[config.mk]
export PLATFORM = sky130hd
export DESIGN_NAME = uart_tx_buffered
export DESIGN_NICKNAME = d
export VERILOG_FILES = /design/src/rtl/uart_tx_buffered.sv
export SDC_FILE = /design/constraint.sdc
export NUM_CORES = 1
export LEC_CHECK = 0
export CORE_AREA = 2 2 105 97
export DETAILED_ROUTE_END_ITERATION = 10
export DIE_AREA = 0 0 107 99
export GPL_TIMING_DRIVEN = 0
export HOLD_SLACK_MARGIN = 0.05
export PLACE_DENSITY = 0.61
export SYNTH_ARGS = -nofsm -noshare
export SYNTH_HDL_FRONTEND = slang
export SYNTH_SLANG_ARGS = --single-unit
export TNS_END_PERCENT = 50
[constraint.sdc]
create_clock -name clk -period 4.2 [get_ports clk]
set_input_delay 0.63 -clock clk [delete_from_list [all_inputs] [get_ports clk]]
set_output_delay 0.63 -clock clk [all_outputs]
set_load 0.1 [all_outputs]
[src/rtl/uart_tx_buffered.sv]
// Buffered UART transmitter: a power-of-two word FIFO feeding a start/data/parity/stop
// serializer. The line and baud pulse are registered, so both trail the FSM state by one cycle.
module uart_tx_buffered #(
    parameter int CLKS_PER_BIT = 434,
    parameter int BITS_N       = 8,
    parameter int PARITY_TYPE  = 0,
    parameter int STOP_BITS    = 1,
    parameter int FIFO_DEPTH   = 8
) (
    input  logic                          clk,
    input  logic                          rst,
    input  logic [BITS_N-1:0]             data_tx,
    input  logic                          valid,
    output logic                          ready,
    output logic                          uart_out,
    output logic                          busy,
    output logic [$clog2(FIFO_DEPTH):0]   fifo_count,
    output logic                          baud_trigger
);
    localparam int AW = $clog2(FIFO_DEPTH);
    localparam int CW = $clog2(CLKS_PER_BIT);
    localparam int BW = $clog2(BITS_N);

    typedef enum logic [2:0] {IDLE, START_BIT, DATA_BITS, PARITY_BIT, STOP_BIT} state_t;
    state_t state_q, state_d;

    logic [BITS_N-1:0] mem_q [FIFO_DEPTH];
    logic [AW-1:0]     wr_ptr_q, rd_ptr_q;
    logic [AW:0]       count_q, count_d;
    logic [CW-1:0]     cnt_q;
    logic [BW-1:0]     bit_idx_q;
    logic              stop_idx_q;
    logic [BITS_N-1:0] shreg_q;
    logic              par_q, par_d;
    logic              uart_q, uart_d, baud_q, baud_d;
    logic              push, pop, empty, tick, last_data, last_stop;
    logic [BITS_N-1:0] head;

    assign ready        = (count_q != (AW+1)'(FIFO_DEPTH));
    assign empty        = (count_q == '0);
    assign push         = valid && ready && !rst;
    assign head         = mem_q[rd_ptr_q];
    assign tick         = (state_q != IDLE) && (cnt_q == CW'(CLKS_PER_BIT-1));
    assign last_data    = (bit_idx_q == BW'(BITS_N-1));
    assign last_stop    = (stop_idx_q == 1'(STOP_BITS-1));
    assign pop          = !empty && ((state_q == IDLE) || (state_q == STOP_BIT && tick && last_stop));
    assign par_d        = (PARITY_TYPE == 1) ? ~^head : ^head;
    assign uart_out     = uart_q;
    assign baud_trigger = baud_q;
    assign busy         = (state_q != IDLE) || !empty;
    assign fifo_count   = count_q;

    always_comb begin
        count_d = count_q;
        if (push && !pop)      count_d = count_q + (AW+1)'(1);
        else if (pop && !push) count_d = count_q - (AW+1)'(1);
    end

    always_ff @(posedge clk) begin
        if (rst) begin
            wr_ptr_q <= '0;
            rd_ptr_q <= '0;
            count_q  <= '0;
        end else begin
            if (push) wr_ptr_q <= wr_ptr_q + AW'(1);
            if (pop)  rd_ptr_q <= rd_ptr_q + AW'(1);
            count_q <= count_d;
        end
    end

    always_ff @(posedge clk) begin
        if (push) mem_q[wr_ptr_q] <= data_tx;
    end

    always_ff @(posedge clk) begin
        if (rst) state_q <= IDLE;
        else     state_q <= state_d;
    end

    always_comb begin
        state_d = state_q;
        case (state_q)
            IDLE:       if (!empty) state_d = START_BIT;
            START_BIT:  if (tick) state_d = DATA_BITS;
            DATA_BITS:  if (tick && last_data) state_d = (PARITY_TYPE != 0) ? PARITY_BIT : STOP_BIT;
            PARITY_BIT: if (tick) state_d = STOP_BIT;
            STOP_BIT:   if (tick && last_stop) state_d = empty ? IDLE : START_BIT;
            default:    state_d = IDLE;
        endcase
    end

    always_comb begin
        uart_d = 1'b1;
        case (state_q)
            START_BIT:  uart_d = 1'b0;
            DATA_BITS:  uart_d = shreg_q[0];
            PARITY_BIT: uart_d = par_q;
            default:    uart_d = 1'b1;
        endcase
        baud_d = tick;
    end

    // Word and parity are latched at pop so later FIFO writes cannot disturb a frame.
    always_ff @(posedge clk) begin
        if (rst) begin
            cnt_q      <= '0;
            bit_idx_q  <= '0;
            stop_idx_q <= 1'b0;
            shreg_q    <= '0;
            par_q      <= 1'b0;
            uart_q     <= 1'b1;
            baud_q     <= 1'b0;
        end else begin
            uart_q <= uart_d;
            baud_q <= baud_d;
            if (state_q == IDLE || tick) cnt_q <= '0;
            else                         cnt_q <= cnt_q + CW'(1);
            if (pop) begin
                shreg_q    <= head;
                par_q      <= par_d;
                bit_idx_q  <= '0;
                stop_idx_q <= 1'b0;
            end else begin
                if (state_q == DATA_BITS && tick) begin
                    shreg_q   <= shreg_q >> 1;
                    bit_idx_q <= bit_idx_q + BW'(1);
                end
                if (state_q == STOP_BIT && tick) stop_idx_q <= !last_stop;
            end
        end
    end
endmodule

Figure 1. Gate families picked out.
Drawn at 2 px/um.
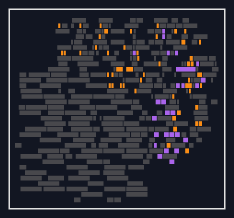
colour	family	cells
orange	nor cells	49
purple	aoi and oai cells	26
filler-free cell count of the finished design: 451
most numerous logic cell after layout: edfxtp_1

Figure 2. Power grid.
Drawn at 4 px/um. Pins as bars on the die edge.
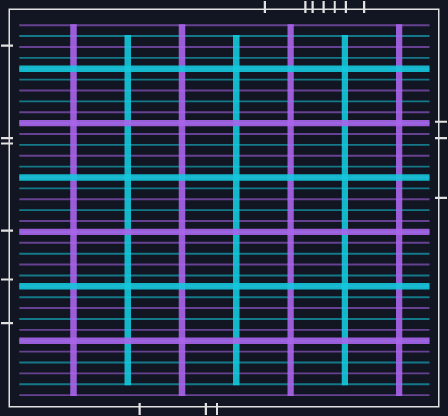
colour	net
cyan	VDD
purple	VSS
rows	34
signal pins	19
met4 straps	7
met5 straps	6
met1 rails	35
core area: 9490 um^2
DIE HEIGHT: 99 um
Die X-Extent: 107 um
peak supply drop: 0.000403 V

==> flow_summary.toml <==
# implementation run metrics
[grt]
antenna_found_initial = 0

[synth]
topCellsByArea = "edfxtp_1, dfxtp_1, mux4_2"
async_flop_share = 0
yosysTopAreaCellShare = 0.458
ys_area_um2 = 4200
yosysWarnings = 0
synthFlopType = "edfxtp_1"

[worst_setup_path]
worstPathArrival_ns = 3.81
setup.worst_path.class = "flip-flop to flip-flop"
path_cells = "or4b_1 -> or3_1 -> buf_4 -> a2111oi_4 -> inv_2 -> ha_1 -> inv_1 -> ha_1 -> a21o_1 -> a21oi_1 -> xnor2_1 -> or3_1 -> a21oi_1"

[sta]
hold_slack_ns = 0.493
tns_ns = 0
finClkSkew_ns = 0.0177

[detailed_routing]
post-route-drc-count = 0

[pwr]
power_mw = 2.80

[cts]
cts_inserted_buffers = 9

[cells_and_area]
buffers = 32
ff_count = 103

[floorplan]
dieArea_um2 = 10600

[run_status]
outcome = "finished, final reports clean"
Figure 3. Wiring by layer.
Drawn at 4 px/um.
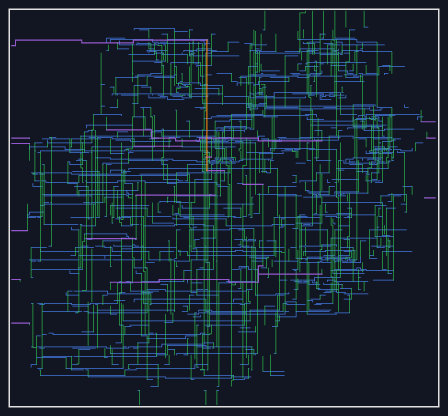
colour	layer	wire length
orange	metal 4	32.6 um
blue	metal 1	3610 um
purple	metal 3	251 um
green	metal 2	3330 um
GRT Total Usage: 0.150
DRT Wirelength: 7220 um

flip-flops by register name, indices dropped and copies added, names as in the netlist, 3 cells and up, named ones only:
register    count
bit_idx_q       3
wr_ptr_q        3
state_q         3
shreg_q         8
cnt_q           9
mem_q          64
rd_ptr_q        3
fifo_count      4
per-layer routing:
layer  vias up  GRT usage  share of wire
met5         -          0              0
met4         0     0.0330         0.0044
met3         2     0.0456          0.035
met2        28      0.222           0.46
met1      1144      0.221           0.50
li1       1138          -              -
kinds of logic after synthesis:
family / synth area share
flops: 0.644
mux: 0.114
simple gates: 0.0909
compound gates: 0.0525
fa+ha+maj: 0.0316
xor+xnor: 0.0459
buf+inv: 0.0206
